--- config.mk ---
export PLATFORM = sky130hd
export DESIGN_NAME = game_seq
export DESIGN_NICKNAME = d
export VERILOG_FILES = /design/src/rtl/game_defs.sv /design/src/rtl/edge_det.sv /design/src/rtl/game_seq.sv
export SDC_FILE = /design/constraint.sdc
export NUM_CORES = 1
export LEC_CHECK = 0
export CORE_MARGIN = 2
export CORE_UTILIZATION = 40
export DETAILED_ROUTE_END_ITERATION = 8
export DONT_BUFFER_PORTS = 1
export PLACE_DENSITY = 0.61
export SYNTH_ARGS = -nofsm -noshare
export SYNTH_HDL_FRONTEND = slang
export SYNTH_SLANG_ARGS = --single-unit
--- constraint.sdc ---
create_clock -name clk_25MHz -period 3.55 [get_ports clk_25MHz]
set_input_delay 0.71 -clock clk_25MHz [delete_from_list [all_inputs] [get_ports clk_25MHz]]
set_output_delay 0.71 -clock clk_25MHz [all_outputs]
set_load 0.02 [all_outputs]
--- src/rtl/game_defs.sv ---
// Shared definitions for the game sequencer.
// Holds the FSM state encoding (also driven onto the debug/sound
// "state" port) and the default timing/score constants.
package game_defs;

  // Encodings 5-7 are unused and recover to ST_IDLE.
  typedef enum logic [2:0] {
    ST_IDLE  = 3'd0,
    ST_SERVE = 3'd1,
    ST_PLAY  = 3'd2,
    ST_POINT = 3'd3,
    ST_OVER  = 3'd4
  } state_t;

  localparam int DEF_SERVE_FRAMES = 60;  // ticks from SERVE entry to release
  localparam int DEF_POINT_FRAMES = 90;  // ticks spent showing a point
  localparam int DEF_WIN_SCORE    = 9;   // score that ends the match (1..15)

  // 8-bit counter increment that sticks at 255.
  function automatic logic [7:0] sat_inc8(input logic [7:0] v);
    return (v == 8'hFF) ? v : v + 8'd1;
  endfunction

endpackage

--- src/rtl/edge_det.sv ---
// Single-register edge detector.
// Ports:
//   clk     - clock, rising edge
//   i_rst_n - synchronous active-low reset; register loads RST_VAL
//   i_d     - level input, already synchronous to clk
//   o_edge  - one-cycle pulse: rising edge (FALLING=0) or falling edge (FALLING=1)
module edge_det #(
  parameter bit RST_VAL = 1'b0,
  parameter bit FALLING = 1'b0
) (
  input  logic clk,
  input  logic i_rst_n,
  input  logic i_d,
  output logic o_edge
);

  logic r_q;

  always_ff @(posedge clk) begin
    if (!i_rst_n) r_q <= RST_VAL;
    else          r_q <= i_d;
  end

  // Combinational against the previous sample so the pulse lines up with
  // the cycle in which the new level is first seen.
  assign o_edge = FALLING ? (r_q & ~i_d) : (i_d & ~r_q);

endmodule

--- src/rtl/game_seq.sv ---
// Match sequencer for a two-player ball game.
// Walks IDLE -> SERVE -> PLAY -> POINT -> (SERVE | OVER), keeps the scores,
// and drives the ball controls. Time is measured in VGA frame ticks.
// Ports:
//   clk_25MHz        - system clock, rising edge
//   reset            - synchronous active-low reset
//   v_sync           - active-low vertical sync; each falling edge is a tick
//   serve_btn        - start / restart request (level, synchronous)
//   LftCollision     - ball passed the left boundary (level)
//   RgtCollision     - ball passed the right boundary (level)
//   ball_run         - ball motion enable (high only in PLAY)
//   ball_center      - one-cycle pulse recentring the ball
//   serve_dir        - 0 serve toward left, 1 serve toward right
//   Lftscore/Rgtscore- binary scores
//   LftWin/RgtWin    - match-won flags, valid in OVER
//   state            - current FSM state encoding
//
// Handshake note: there is no valid/ready pairing here; every input acts
// only on its edge, and every output is a register updated together with
// the state register, so outputs always agree with "state" in the same cycle.
module game_seq
  import game_defs::*;
#(
  parameter int SERVE_FRAMES = DEF_SERVE_FRAMES,
  parameter int POINT_FRAMES = DEF_POINT_FRAMES,
  parameter int WIN_SCORE    = DEF_WIN_SCORE
) (
  input  logic       clk_25MHz,
  input  logic       reset,
  input  logic       v_sync,
  input  logic       serve_btn,
  input  logic       LftCollision,
  input  logic       RgtCollision,
  output logic       ball_run,
  output logic       ball_center,
  output logic       serve_dir,
  output logic [3:0] Lftscore,
  output logic [3:0] Rgtscore,
  output logic       LftWin,
  output logic       RgtWin,
  output logic [2:0] state
);

  localparam logic [8:0] SERVE_F9 = 9'(SERVE_FRAMES);
  localparam logic [8:0] POINT_F9 = 9'(POINT_FRAMES);
  localparam logic [3:0] WIN4     = 4'(WIN_SCORE);

  logic w_tick, w_btn, w_lc, w_rc;

  // v_sync register resets to 1 so no tick is seen straight out of reset.
  edge_det #(.RST_VAL(1'b1), .FALLING(1'b1)) u_vs_edge (
    .clk(clk_25MHz), .i_rst_n(reset), .i_d(v_sync), .o_edge(w_tick)
  );
  edge_det #(.RST_VAL(1'b0), .FALLING(1'b0)) u_btn_edge (
    .clk(clk_25MHz), .i_rst_n(reset), .i_d(serve_btn), .o_edge(w_btn)
  );
  edge_det #(.RST_VAL(1'b0), .FALLING(1'b0)) u_lc_edge (
    .clk(clk_25MHz), .i_rst_n(reset), .i_d(LftCollision), .o_edge(w_lc)
  );
  edge_det #(.RST_VAL(1'b0), .FALLING(1'b0)) u_rc_edge (
    .clk(clk_25MHz), .i_rst_n(reset), .i_d(RgtCollision), .o_edge(w_rc)
  );

  state_t     r_state, w_state_nxt;
  logic [7:0] r_cnt;
  logic [3:0] r_lft, r_rgt, w_lft_nxt, w_rgt_nxt;
  logic       r_dir, w_dir_nxt;
  logic       r_lwin, r_rwin, w_lwin_nxt, w_rwin_nxt;
  logic       r_center, w_center_nxt;
  logic       r_run;

  // True when the tick being seen now is the N-th since the state was entered.
  logic w_serve_done, w_point_done, w_any_win;
  assign w_serve_done = w_tick && (({1'b0, r_cnt} + 9'd1) >= SERVE_F9);
  assign w_point_done = w_tick && (({1'b0, r_cnt} + 9'd1) >= POINT_F9);
  assign w_any_win    = (r_lft == WIN4) || (r_rgt == WIN4);

  always_comb begin
    w_state_nxt  = r_state;
    w_lft_nxt    = r_lft;
    w_rgt_nxt    = r_rgt;
    w_dir_nxt    = r_dir;
    w_lwin_nxt   = r_lwin;
    w_rwin_nxt   = r_rwin;
    w_center_nxt = 1'b0;
    case (r_state)
      ST_IDLE: begin
        if (w_btn) begin
          w_lft_nxt    = 4'd0;
          w_rgt_nxt    = 4'd0;
          w_center_nxt = 1'b1;
          w_state_nxt  = ST_SERVE;
        end
      end
      ST_SERVE: begin
        if (w_serve_done) w_state_nxt = ST_PLAY;
      end
      ST_PLAY: begin
        if (w_lc && w_rc) begin
          // Ambiguous rally: nobody scores, serve again.
          w_center_nxt = 1'b1;
          w_state_nxt  = ST_SERVE;
        end else if (w_lc) begin
          if (!w_any_win) w_rgt_nxt = r_rgt + 4'd1;
          w_dir_nxt   = 1'b0;
          w_state_nxt = ST_POINT;
        end else if (w_rc) begin
          if (!w_any_win) w_lft_nxt = r_lft + 4'd1;
          w_dir_nxt   = 1'b1;
          w_state_nxt = ST_POINT;
        end
      end
      ST_POINT: begin
        if (w_any_win) begin
          w_lwin_nxt  = (r_lft == WIN4);
          w_rwin_nxt  = (r_rgt == WIN4);
          w_state_nxt = ST_OVER;
        end else if (w_point_done) begin
          w_center_nxt = 1'b1;
          w_state_nxt  = ST_SERVE;
        end
      end
      ST_OVER: begin
        if (w_btn) begin
          w_lft_nxt    = 4'd0;
          w_rgt_nxt    = 4'd0;
          w_lwin_nxt   = 1'b0;
          w_rwin_nxt   = 1'b0;
          w_center_nxt = 1'b1;
          w_state_nxt  = ST_SERVE;
        end
      end
      default: w_state_nxt = ST_IDLE;
    endcase
  end

  always_ff @(posedge clk_25MHz) begin
    if (!reset) begin
      r_state  <= ST_IDLE;
      r_cnt    <= 8'd0;
      r_lft    <= 4'd0;
      r_rgt    <= 4'd0;
      r_dir    <= 1'b1;
      r_lwin   <= 1'b0;
      r_rwin   <= 1'b0;
      r_center <= 1'b0;
      r_run    <= 1'b0;
    end else begin
      r_state  <= w_state_nxt;
      // Frame counter restarts on every state change, else counts ticks.
      if (w_state_nxt != r_state) r_cnt <= 8'd0;
      else if (w_tick)            r_cnt <= sat_inc8(r_cnt);
      r_lft    <= w_lft_nxt;
      r_rgt    <= w_rgt_nxt;
      r_dir    <= w_dir_nxt;
      r_lwin   <= w_lwin_nxt;
      r_rwin   <= w_rwin_nxt;
      r_center <= w_center_nxt;
      // Decoded from the next state so it changes on the same edge as state.
      r_run    <= (w_state_nxt == ST_PLAY);
    end
  end

  assign state       = r_state;
  assign ball_run    = r_run;
  assign ball_center = r_center;
  assign serve_dir   = r_dir;
  assign Lftscore    = r_lft;
  assign Rgtscore    = r_rgt;
  assign LftWin      = r_lwin;
  assign RgtWin      = r_rwin;

endmodule

### Track usage over the die

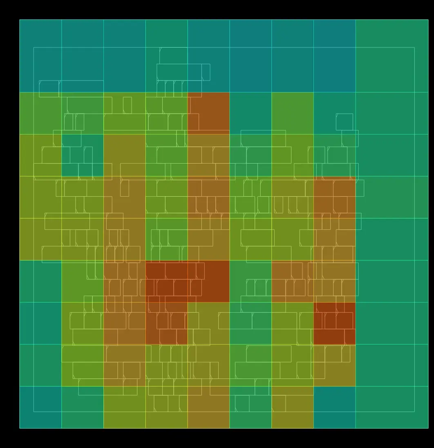
global routing usage on met1: 18.97%
routed length per instance: 14.63 um

==> flow_results.org <==
#+TITLE: Synthesis and PnR summary

** Routing
- Using the TritonRoute via totals, the vias-per-cell ratio works out to 5.537.

** Synth
- Counting flops with an async set or reset pin after synthesis yields a share of 0%.
- The synthesized netlist was found by Yosys to have 185 cells.
- The share of the Yosys chip area taken by registers is 35.16%.
- Synth top area share :: 35.16%

** Setup path
- Setup slack, reg-to-reg :: 1.05 ns
- Along the worst path, the maximum fanout reaches 9.
- R2r startpoint :: r_cnt[0]$_SDFFE_PP0P_
- Critical Path End Type :: flip-flop
- Arrival time at the worst endpoint :: 2.64 ns
- Cell family contributing the most delay on the critical path :: simple AND/OR/NAND/NOR gates
- In the setup report, the worst path falls into the class flip-flop to flip-flop.
- STA classifies the critical path startpoint as a flip-flop.

** Final timing
- Dividing the final minimum period by the clock period gives 70.52%.
- Final Hold Viols :: 0
- Setup repair after global routing missed its margin :: false
- Final worst-path setup slack :: 1.047 ns
- Clock skew on the completed layout was measured at 0.0008184 ns.

** Finish
- Area added between synthesis and finish :: 4.396%
- The register with the most flip-flops in the layout has 8 of them.

** Place
- The buffer_ports step reported a buffer count of 0.
- Pre-CTS setup slack :: 0.9412 ns

** Status
- The flow ran to the end, and the final reports show no timing, DRC or antenna violations.

** Power
- P_seq :: 343 uW
- Sequential group share of total power :: 58.6%
- Int Pwr :: 442.9 uW
- Top Consumer :: sequential cells

** Die
- Row generation in the floorplan step produced 22 rows.

** GRT
- The number of global-route vias before repair is 1276.
- The total overflow left after global routing is 0.
- The first global-routing pass estimated 5699 um of wire.

** Clock network
- Per the repair_timing log after CTS, setup buffers inserted total 0.
- CTS Hold Bufs :: 0
- CTS tree :: done

** Worst hold path
- Hold Path Sink :: u_vs_edge.r_q$_SDFF_PN1_
### Metal layers overlaid

Two of the layers only.
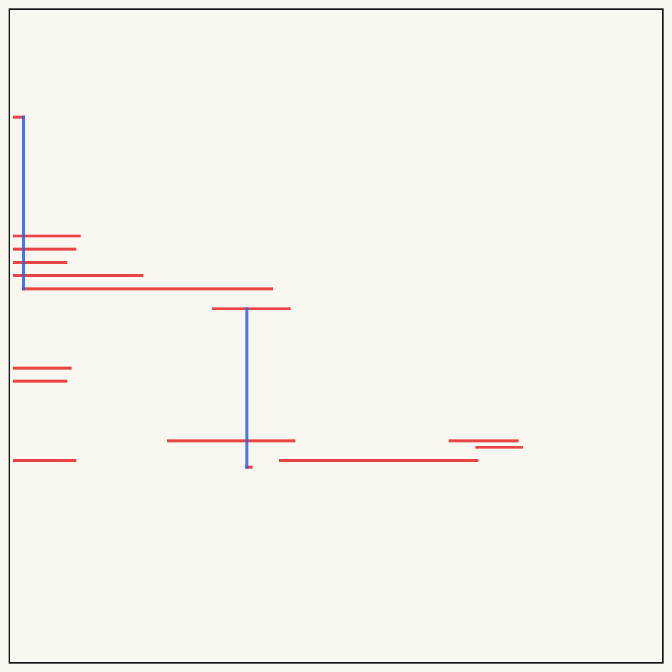
legend:
  M4:
    color: blue
    wire_length: 34.0 um
  M3:
    color: red
    wire_length: 128 um
GRT Util Overall: 16.54%
routed vias: 1279
DRT Wirelength: 3380 um

-- worst max-delay path by stage --
| stage | startpoint | endpoint | slack (ns) |
|---|---|---|---|
| detailed placement | LftCollision | Rgtscore[3]$_SDFFE_PN0P_ | 0.94 |
| global placement | LftCollision | Rgtscore[3]$_SDFFE_PN0P_ | 1.03 |
| global route | r_cnt[0]$_SDFFE_PP0P_ | r_cnt[4]$_SDFFE_PP0P_ | 0.79 |
| floorplan | LftCollision | r_cnt[2]$_SDFFE_PP0P_ | 1.31 |
| finish | r_cnt[0]$_SDFFE_PP0P_ | r_cnt[0]$_SDFFE_PP0P_ | 1.05 |
| CTS | r_cnt[0]$_SDFFE_PP0P_ | r_cnt[0]$_SDFFE_PP0P_ | 1.07 |
-- cells by family after synthesis --
family	synth area share, %
flip-flops	35.16
buffers and inverters	4.709
AND-OR/OR-AND	16.64
multiplexers	1.884
adder cells (fa/ha/maj)	5.494
AND/OR/NAND/NOR	29.51
XOR/XNOR	6.593
-- layer usage --
layer | wire length, um | vias to the layer above | track usage (%) | share of wire, %
met5 | 0 | - | 0 | 0
met3 | 127 | 4 | 3.041 | 3.8
li1 | - | 654 | - | -
met4 | 34 | 0 | 5.612 | 1.0
met2 | 1695 | 20 | 30.45 | 50
met1 | 1523 | 601 | 18.97 | 45
-- through the flow --
step	instances	utilization [%]
finish	231	44.45
global route	231	44.45
CTS	231	44.45
detailed placement	227	42.98
global placement	227	42.98
floorplan	185	-
-- area by class of cell --
cell class | instances | area (sq um)
Clock buffer | 4 | 55.05
Fill cell | 391 | 2079
Inverter | 8 | 30.03
Multi-Input combinational cell | 143 | 958.4
Sequential cell | 28 | 560.5
Tap cell | 48 | 60.06
Power is estimated from default activity; no workload was simulated.
